--- src/rtl/csrbank11.sv ---
// csrbank11: Unibus CSR bank shared between a PDP-11 and an ARM host.
// Define CSRBANK11_WRFIFO_EN to log PDP writes in a FIFO instead of a sticky written[] bitmap.
module csrbank11 #(
  parameter logic [17:0]               ADDR    = 18'o774510,
  parameter logic [7:0]                INTVEC  = 8'o120,
  parameter int                        NREGL2  = 2,
  parameter logic [16*(1<<NREGL2)-1:0] RWMASK  = '1,
  parameter logic [16*(1<<NREGL2)-1:0] W1CMASK = '0,
  parameter int                        FIFOL2  = 3
) (
  input  logic        CLOCK,
  input  logic        RESET,
  input  logic        armwrite,
  input  logic [3:0]  armraddr,
  input  logic [3:0]  armwaddr,
  input  logic [31:0] armwdata,
  output logic [31:0] armrdata,
  output logic        armintrq,
  output logic        intreq,
  output logic [7:0]  irvec,
  input  logic        intgnt,
  input  logic [7:0]  igvec,
  input  logic [17:0] a_in_h,
  input  logic [1:0]  c_in_h,
  input  logic [15:0] d_in_h,
  input  logic        init_in_h,
  input  logic        msyn_in_h,
  output logic [15:0] d_out_h,
  output logic        ssyn_out_h
);
  localparam int NREG = 1 << NREGL2;

  logic              enable, irqlvl, level_q;
  logic [15:0]       regs [NREG];
  logic              sel, pdp_wr, hi, lo;
  logic [NREGL2-1:0] idx;
  logic [15:0]       bmask, w1c_bits, rw_bits, wr_value;
  logic [3:0]        arm_widx, arm_ridx;
  logic              arm_reg_wr, arm_reg_rd, arm_ctl_wr, arm_log_wr;
  logic [31:0]       stat_word, log_word;

  assign irvec = INTVEC;

  // An ARM write in the same clock blocks selection, so the PDP cycle simply starts a clock later.
  assign sel    = enable & msyn_in_h & ~ssyn_out_h & ~armwrite &
                  (a_in_h[17:NREGL2+1] == ADDR[17:NREGL2+1]);
  assign idx    = a_in_h[NREGL2:1];
  assign pdp_wr = sel & c_in_h[1];
  assign hi     = ~c_in_h[0] | a_in_h[0];
  assign lo     = ~c_in_h[0] | ~a_in_h[0];
  assign bmask  = {{8{hi}}, {8{lo}}};

  assign w1c_bits = W1CMASK[{idx, 4'b0} +: 16] & bmask;
  assign rw_bits  = RWMASK[{idx, 4'b0} +: 16] & ~W1CMASK[{idx, 4'b0} +: 16] & bmask;
  assign wr_value = (regs[idx] & ~(w1c_bits & d_in_h) & ~rw_bits) | (d_in_h & rw_bits);

  assign arm_widx   = armwaddr - 4'd4;
  assign arm_ridx   = armraddr - 4'd4;
  assign arm_reg_wr = armwrite & (armwaddr >= 4'd4) & (arm_widx < 4'(NREG));
  assign arm_reg_rd = (armraddr >= 4'd4) & (arm_ridx < 4'(NREG));
  assign arm_ctl_wr = armwrite & (armwaddr == 4'd1);
  assign arm_log_wr = armwrite & (armwaddr == 4'd2);

  always_ff @(posedge CLOCK) begin
    if (RESET || init_in_h) begin
      if (RESET)
        enable <= 1'b0;
      for (int i = 0; i < NREG; i++)
        regs[i] <= '0;
      irqlvl     <= 1'b0;
      level_q    <= 1'b0;
      intreq     <= 1'b0;
      d_out_h    <= '0;
      ssyn_out_h <= 1'b0;
    end else begin
      level_q <= irqlvl & enable;
      if (irqlvl && enable && !level_q)
        intreq <= 1'b1;
      else if (intgnt && (igvec == INTVEC))
        intreq <= 1'b0;

      if (arm_ctl_wr) begin
        enable <= armwdata[31];
        irqlvl <= armwdata[1];
      end
      if (arm_reg_wr)
        regs[arm_widx[NREGL2-1:0]] <= (regs[arm_widx[NREGL2-1:0]] & ~armwdata[31:16]) |
                                      (armwdata[15:0] & armwdata[31:16]);

      if (sel) begin
        ssyn_out_h <= 1'b1;
        if (c_in_h[1])
          regs[idx] <= wr_value;
        else
          d_out_h <= regs[idx];
      end else if (ssyn_out_h && !msyn_in_h) begin
        ssyn_out_h <= 1'b0;
        d_out_h    <= '0;
      end
    end
  end

`ifdef CSRBANK11_WRFIFO_EN
  localparam int DEPTH = 1 << FIFOL2;

  logic [20:0]     mem [DEPTH];
  logic [FIFOL2:0] wptr, rptr, count;
  logic            ovf, empty, pop, push_ok;

  assign count   = wptr - rptr;
  assign empty   = (count == '0);
  assign pop     = arm_log_wr & ~empty;
  // A pop in the same clock frees the slot, so a push into a full FIFO still fits.
  assign push_ok = pdp_wr & (~count[FIFOL2] | pop);

  always_ff @(posedge CLOCK) begin
    if (push_ok)
      mem[wptr[FIFOL2-1:0]] <= {hi, lo, 3'(idx), d_in_h};
  end

  always_ff @(posedge CLOCK) begin
    if (RESET || init_in_h) begin
      wptr <= '0;
      rptr <= '0;
      ovf  <= 1'b0;
    end else begin
      if (pop)
        rptr <= rptr + 1'b1;
      if (push_ok)
        wptr <= wptr + 1'b1;
      if (pdp_wr && !push_ok)
        ovf <= 1'b1;
      else if (arm_ctl_wr && armwdata[2])
        ovf <= 1'b0;
    end
  end

  assign stat_word = {enable, 14'b0, ovf, 16'(count)};
  assign log_word  = empty ? '0 : {1'b1, 10'b0, mem[rptr[FIFOL2-1:0]]};
  assign armintrq  = ~empty | ovf;
`else
  logic [NREG-1:0] written;
  logic            unused_fifol2;

  assign unused_fifol2 = (FIFOL2 > 0);

  always_ff @(posedge CLOCK) begin
    if (RESET || init_in_h) begin
      written <= '0;
    end else begin
      if (arm_log_wr)
        written <= written & ~armwdata[NREG-1:0];
      if (pdp_wr)
        written[idx] <= 1'b1;
    end
  end

  assign stat_word = {enable, 31'b0};
  assign log_word  = 32'(written);
  assign armintrq  = |written;
`endif

  always_comb begin
    armrdata = '0;
    case (armraddr)
      4'd0:    armrdata = {16'h4342, 4'(NREGL2), 12'h001};
      4'd1:    armrdata = stat_word;
      4'd2:    armrdata = log_word;
      4'd3:    armrdata = {enable, 5'b0, INTVEC, ADDR};
      default: if (arm_reg_rd) armrdata = {16'b0, regs[arm_ridx[NREGL2-1:0]]};
    endcase
  end
endmodule

--- config.mk ---
export PLATFORM = sky130hd
export DESIGN_NAME = csrbank11
export DESIGN_NICKNAME = d
export VERILOG_FILES = /design/src/rtl/csrbank11.sv
export SDC_FILE = /design/constraint.sdc
export NUM_CORES = 1
export LEC_CHECK = 0
export ABC_AREA = 1
export CORE_MARGIN = 5
export CORE_UTILIZATION = 35
export DETAILED_ROUTE_END_ITERATION = 6
export DONT_BUFFER_PORTS = 1
export SLEW_MARGIN = 20
export SYNTH_ARGS = -nofsm -noshare
export SYNTH_HDL_FRONTEND = slang
export SYNTH_SLANG_ARGS = --single-unit
--- constraint.sdc ---
create_clock -name CLOCK -period 3.74 [get_ports CLOCK]
set_clock_uncertainty 0.05 [all_clocks]
set_input_delay 0.561 -clock CLOCK [delete_from_list [all_inputs] [get_ports CLOCK]]
set_output_delay 0.561 -clock CLOCK [all_outputs]
set_load 0.02 [all_outputs]
==> run_1/layer_met3.png <==
(3 px per um) Cells faint in the background.
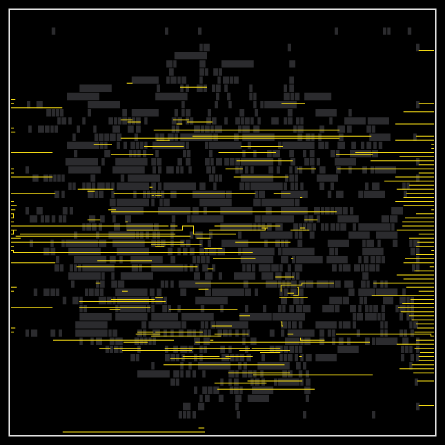
longest straight run = 79.6 um
share of all routed wire = 12%
main direction = horizontal
wire length on this layer = 2460 um
vias after detailed routing: 5526
met3 Usage GRT: 0.0775
Final Routed Wirelength: 20500 um

==> run_1/clocks.png <==
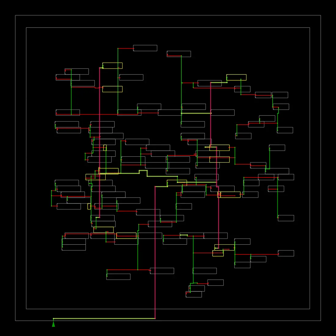
clock buffer count: 16
Clock Sinks: 89
Inserted Clock Buffers: 9
Clock net power: 0.000985 W
flop count: 89

==> impl_metrics.py, run 1 <==
# Generated from Yosys and OpenROAD reports
metrics = {
    "status": {
        "status": "finished, final reports clean",
    },
    "grt": {
        "gr-usage-met2": 0.320,
        "track_usage": 0.203,
        "grt_pass1_wl_um": 30900,
        "grt_remaining_overflow": 0,
        "grt_use_met1": 0.254,
        "top_usage_layer": "met2",
        "grt_max_degree": 41,
    },
    "sta": {
        "setup_viol_count_final": 0,
        "min_period_ns": 2.78,
        "hold_viol": 0,
        "slew_headroom": 0.479,
        "rsz0062_at_grt": "false",
        "finalMaxSlewViolations": 0,
        "max_freq_mhz": 360,
        "hold_slack_ns": 0.321,
    },
    "place": {
        "dp_hpwl_um": 14600,
        "io_buffer_count": 0,
        "gp_congestion": 0.830,
        "placed_cell_area_um2": 6150,
    },
    "cts": {
        "clkTransAtPathRegs_ns": 0.06,
        "worstSkewPairLatency_ns": 0.35,
        "post_cts_buffers": 0,
        "cts.path.max_buffers": 2,
        "cts_tree": "built",
        "cts_root_buffer": "clkbuf_16",
    },
    "synth": {
        "syn-mean-instance-area_um2": 7.10,
        "synthCells": 855,
        "muxShareOfSynthArea": 0,
        "ys_cells": 855,
        "yosys.area_share.aoi": 0.140,
        "ys.flops": 89,
        "synth-adder-area-share": 0,
        "logic_family": "simple AND/OR/NAND/NOR gates",
        "top_cell_area_share": 0.322,
        "synth_cell_types": 37,
        "ys_seq_share": 0.401,
        "xor_share": 0,
        "synth.cell_area_um2": 6070,
        "topCellsByArea": "edfxtp_1 32%, nand2_1 12%, dfxtp_1 7.9%, nor2_1 7.3%, inv_1 6.1%",
        "yosysTopAreaCell": "edfxtp_1",
    },
    "power": {
        "seq_cell_power_w": 0.00112,
        "power_leader": "sequential cells",
        "clkPwrFrac": 0.409,
        "pg_comb_w": 0.000306,
        "p_sw_frac": 0.265,
        "power.density_nw_per_um2": 372,
        "finalPower_w": 0.00241,
        "power_frac_seq": 0.464,
        "pwr-share-comb": 0.127,
        "net-switching-power_w": 0.000639,
    },
    "run": {
        "tool_warnings": 26,
        "maxCapViolCount": 0,
    },
    "critical_path": {
        "start_kind": "input port",
        "worst_ep_arrival_time_ns": 2.17,
        "rr_endpoint": "regs[1][8]",
        "startpoint": "armraddr[0]",
        "critPathRequiredTime_ns": 3.13,
        "reg2regPathDepth": 9,
        "cp_max_fo": 28,
        "reg2reg_from": "enable",
        "critPathKind": "in2out",
        "crit_end": "armrdata[3]",
        "endpoint_kind": "primary output",
    },
    "finish": {
        "final_common_cell": "nand2_1",
        "area_growth_pct": 6.72,
        "diodes": 0,
        "fin_nets": 930,
        "lay_top_cells": "194 x nand2_1, 118 x nor2_1, 98 x inv_1",
        "drive_gt1_frac": 0.117,
    },
    "route": {
        "vias_per_cell": 5.16,
        "top_signal_layer_used": "met4",
        "drc": 0,
        "wl_met1_um": 8460,
        "route.met3.wl_um": 2460,
        "drt_iter0_drc": 554,
    },
    "worst_hold_path": {
        "hp-class": "in2reg",
    },
    "die": {
        "die_x_um": 142,
        "die_y_um": 142,
        "die_area_um2": 20100,
        "ioPinCount": 149,
        "placementRows": 48,
    },
}
==> run_1/io_fan.png <==
(3 px per um)
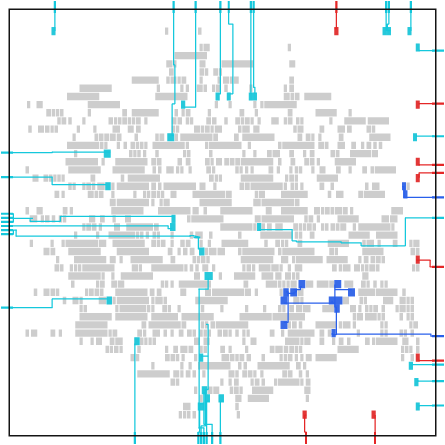
c_in_h -> blue  # bits 2, direction input, edge east, end cells 12, buffers 0, wire 110 um
irvec -> red  # bits 8, direction output, edge 5 east, 2 south, 1 north, end cells 8, buffers 0, wire 49.2 um
armrdata -> cyan  # bits 32, direction output, edge 10 north, 9 west, 7 south, 6 east, end cells 29, buffers 2, wire 796 um

==> run_1/placement_by_type.png <==
(2 px per um)
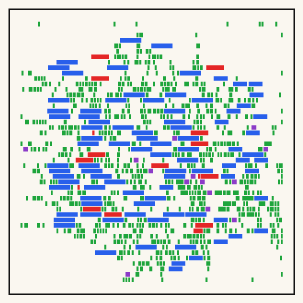
combinational and other logic -> green  # cells 726
remaining buffers and delay cells -> purple  # cells 14
sequential cells -> blue  # cells 89
clock drivers and dummy loads -> red  # cells 16
Core Region: 17200 um2
Final Cell Area: 6480 um2
final core occ: 0.377
sequential cell area share: 0.375

-- run 1: cell type report --
type                            count  area (um2)
Inverter                          100         375
Timing Repair Buffer               14         105
Tap cell                          225         282
Fill cell                        1865       10700
Clock buffer                       16         325
Sequential cell                    89        2430
Multi-Input combinational cell    626        2960
-- run 1: flip-flops by register name (all words and copies together) (netlist names) --
name / flops
d_out_h: 16
enable: 1
intreq: 1
irqlvl: 1
level_q: 1
regs: 64
ssyn_out_h: 1
written: 4
-- run 1: per-stage QoR --
stage | utilization | worst slack, ns | std cells
3_3_place_gp | 0.358 | 0.953 | 1054
4_1_cts | 0.377 | 0.993 | 1070
6_report | 0.377 | 0.962 | 1070
3_5_place_dp | 0.358 | 0.922 | 1054
2_1_floorplan | - | 1.06 | 870
5_1_grt | 0.377 | 0.852 | 1070
-- run 1: worst max-delay path: stages --
cell and delay, ns:
inv_1 0.23, nand2_1 0.14, inv_1 0.56, a22oi_1 0.12, o21ai_0 0.17, a21oi_1 0.10
o21ai_0 0.28
-- run 1: how the worst min path moves through the flow --
stage                         start    endpoint  slack (ns)  cells past startpoint
after floorplan             level_q      intreq        0.34                      1
after global routing      msyn_in_h  ssyn_out_h        0.35                      2
after CTS                 msyn_in_h  ssyn_out_h        0.31                      2
after global placement      level_q      intreq        0.35                      1
final                     msyn_in_h  ssyn_out_h        0.32                      2
after detailed placement    level_q      intreq        0.36                      1
-- run 1: Yosys cell counts, drive strengths merged --
master and n:
buf 41, nand2 214, and2 1, a22oi 13, nor3 3, nor4 2
nand3b 4, o21bai 1, o211ai 5, and3 1, or2 21, conb 2
a21oi 63, edfxtp 65, inv 100, a31oi 2, nor2 143, clkbuf 14
dfxtp 24, o21ai 74, nand4 21, nand3 40, o31ai 1
==> run_1/clk_routes.png <==
(3 px per um)
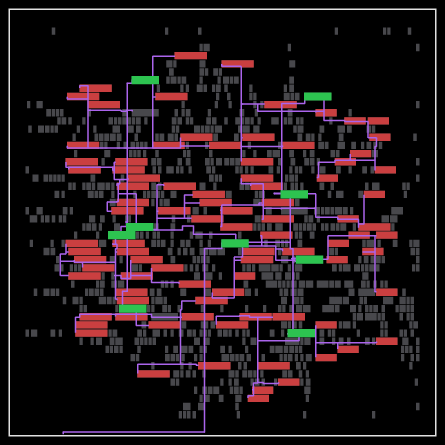

## Run 2: what changed since run 1
Clock period 3.74 ns to 2.7 ns, I/O delays scaled along.
==> run_2/clk_routes.png <==
(3 px per um)
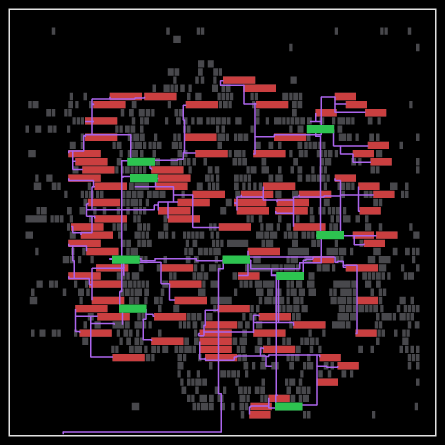
clock wires -> purple  # length 1290 um
flip-flops -> red  # count 89
clock drivers -> green  # count 9
routed clock nets = 10
Clk pwr share: 0.381
Clock net power: 0.00123 W
worst skew pair latency: 0.36 ns

==> run_2/layer_met3.png <==
(3 px per um) Cells faint in the background.
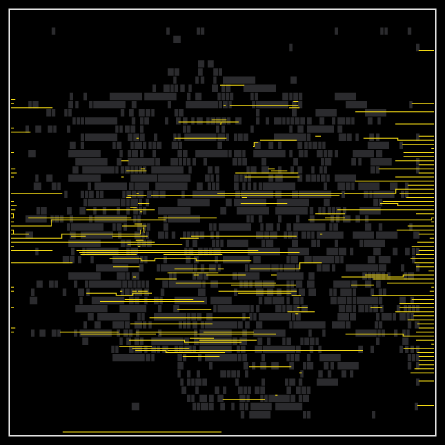
nets with wire on the layer = 147
main direction = horizontal
wire length on this layer = 2390 um

==> run_2/io_fan.png <==
(3 px per um)
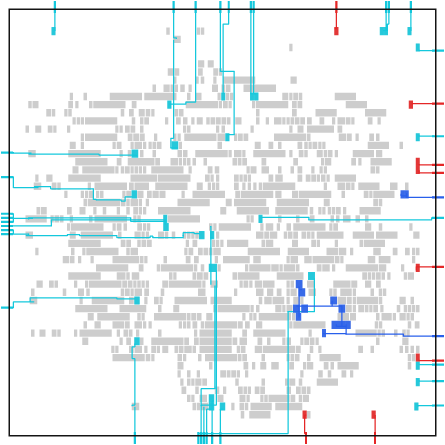
irvec -> red  # bits 8, direction output, edge 5 east, 2 south, 1 north, end cells 8, buffers 0, wire 49.8 um
armrdata -> cyan  # bits 32, direction output, edge 10 north, 9 west, 7 south, 6 east, end cells 29, buffers 9, wire 948 um
c_in_h -> blue  # bits 2, direction input, edge east, end cells 12, buffers 0, wire 92.2 um

==> run 2 against run 1 <==
Routed wire length up 2.5%. Via count is 2.9% higher. Critical path depth grew 1. Flip-flop count did not move. Final area grew 2.4%. First-iteration DRC count up 19%. Combinational power up 48%. Final cell count is 1.7% higher. Area after synthesis unchanged. Sequential power is 38% higher.
==> impl_metrics.py, run 2 <==
# Generated from Yosys and OpenROAD reports
metrics = {
    "grt": {
        "top_usage_layer": "met2",
        "grt_remaining_overflow": 0,
        "grt_max_degree": 41,
        "gr-usage-met2": 0.322,
        "grt_pass1_vias": 5431,
        "met3_usage": 0.0543,
        "track_usage": 0.205,
        "grt_use_met1": 0.274,
        "antenna_found_initial": 1,
        "grt_pass1_wl_um": 31100,
    },
    "die": {
        "initial_core_util": 0.353,
        "die_y_um": 142,
        "die_x_um": 142,
        "die_area_um2": 20100,
        "core_area_um2": 17200,
        "placementRows": 48,
        "ioPinCount": 149,
    },
    "synth": {
        "synth.cell_area_um2": 6070,
        "yosysTopAreaCell": "edfxtp_1",
        "ys_cells": 855,
        "synthCells": 855,
        "top_cell_area_share": 0.322,
        "common_cells": "194 x nand2_1, 118 x nor2_1, 98 x inv_1",
        "async_flop_share": 0,
        "flop_cell": "edfxtp_1",
        "topCellsByArea": "edfxtp_1 32%, nand2_1 12%, dfxtp_1 7.9%, nor2_1 7.3%, inv_1 6.1%",
        "synth_cell_types": 37,
        "edf_count": 65,
        "ys_chip_area_um2": 6070,
        "yosysWarnings": 0,
        "ys.flops": 89,
        "ys_seq_share": 0.401,
        "syn-mean-instance-area_um2": 7.10,
        "yosysMostFrequentCell": "nand2_1",
    },
    "finish": {
        "reg_top3": "regs: 64 flops, d_out_h: 16 flops, written: 4 flops",
        "drive_gt1_frac": 0.139,
        "diodes": 0,
        "final_common_cell": "nand2_1",
        "largest_register": "regs",
        "lay_top_cells": "194 x nand2_1, 118 x nor2_1, 98 x inv_1",
        "largest_register_ffs": 64,
        "layoutNonFillerInstCount": 1088,
        "fin_nets": 948,
        "area_growth_pct": 9.25,
    },
    "power": {
        "leakagePower_nw": 2.83,
        "power.density_nw_per_um2": 487,
        "ir_drop_uv": 309,
        "finalPower_w": 0.00323,
    },
    "route": {
        "drt_iter0_drc": 660,
        "vias": 5689,
        "wl_per_cell_um": 19.3,
        "drc": 0,
        "ant_nets": 0,
        "finalWirelength_um": 21100,
        "dr.pass1.iters": 6,
        "vias_per_cell": 5.23,
    },
    "sta": {
        "setup_viol_count_final": 0,
        "fin_setup_tns_ns": 0,
        "finalMaxSlewViolations": 0,
        "slew_headroom": 0.505,
        "rsz0062_at_grt": "false",
        "min_period_ns": 2.34,
        "tightest_slew_ns": 0.742,
        "fin_crit_sh": 0.866,
        "hold_slack_ns": 0.141,
        "hold_viol": 0,
        "max_freq_mhz": 427,
    },
    "cts": {
        "cts_root_buffer": "clkbuf_16",
        "h-tree-depth": 3,
        "cts_tree": "built",
        "cts_hold_buf": 0,
        "numClockSinks": 89,
        "post_cts_buffers": 0,
        "cts_made_buffers": 9,
        "cts.path.max_buffers": 2,
        "clkTransAtPathRegs_ns": 0.08,
        "cts_resized": 0,
    },
    "status": {
        "status": "finished, final reports clean",
    },
    "worst_hold_path": {
        "min_path_cells": 2,
        "holdCritStartpoint": "msyn_in_h",
        "hp-class": "in2reg",
        "whs_endpoint": "ssyn_out_h",
    },
    "critical_path": {
        "worst_ep_arrival_time_ns": 1.88,
        "cp_max_fo": 28,
        "rr_endpoint": "regs[1][1]",
        "crit_buf_inv": 3,
        "reg2regPathDepth": 8,
        "path_cells": "inv_1 -> nand2_1 -> inv_1 -> buf_12 -> a22oi_1 -> o21ai_0 -> a21oi_1 -> o21ai_0",
        "crit_slowest_cell": "inv_1",
        "reg2reg_from": "ssyn_out_h",
        "start_kind": "input port",
        "slowest_delay_ns": 0.27,
        "rrSetupSlack_ns": 0.51,
        "path_delay_family": "buffers and inverters",
        "endpoint_kind": "primary output",
        "critPathKind": "in2out",
        "critPathRequiredTime_ns": 2.25,
    },
    "run": {
        "tool_warnings": 26,
        "maxCapViolCount": 0,
    },
    "place": {
        "dp_hpwl_um": 15100,
        "gp_congestion": 0.861,
        "dp_cells": 1072,
        "io_buffer_count": 0,
    },
}
-- run 2: worst max-delay path by stage --
stage / cells past startpoint / start / to / slack [ns]
after floorplan: 6 / armraddr[0] / armrdata[22] / 0.34
after detailed placement: 8 / armraddr[0] / armrdata[3] / 0.38
after global placement: 8 / armraddr[0] / armrdata[3] / 0.44
after CTS: 8 / armraddr[0] / armrdata[3] / 0.38
final: 8 / armraddr[0] / armrdata[3] / 0.36
after global routing: 8 / armraddr[0] / armrdata[3] / 0.24
-- run 2: logic make-up after synthesis --
logic type / synth area share
AND-OR/OR-AND: 0.140
buffers and inverters: 0.121
flip-flops: 0.401
other: 0.00124
AND/OR/NAND/NOR: 0.337
-- run 2: layout make-up --
| class | count | area [um2] |
|---|---|---|
| fill | 1845 | 10500 |
| multi-input combinational | 626 | 2960 |
| sequential | 89 | 2430 |
| inverter | 100 | 375 |
| timing repair buffer | 32 | 303 |
| tap | 225 | 282 |
| clock buffer | 10 | 239 |
| clock inverter | 6 | 42.5 |
-- run 2: metal layers --
layer / vias to the layer above / share of wire
li1: 2761 / -
met1: 2606 / 0.42
met2: 291 / 0.45
met3: 29 / 0.11
met4: 2 / 0.018
met5: - / 0.00062
-- run 2: power by group --
group / switching (W) / leakage [nW] / internal [W] / total (W)
clock: 0.000579 / 0.140 / 0.000653 / 0.00123
combinational: 0.000314 / 1.78 / 0.000138 / 0.000452
sequential: 0.0000336 / 0.916 / 0.00151 / 0.00155
-- run 2: metrics by stage --
stage                     setup slack, ns  area [um2]  utilization
after floorplan                     0.337        6130            -
after global placement              0.435        6350        0.370
after detailed placement            0.381        6350        0.370
after CTS                           0.380        6630        0.386
after global routing                0.236        6630        0.386
final                               0.361        6630        0.386
No activity file was given, so power comes from the tool's default toggle rates.
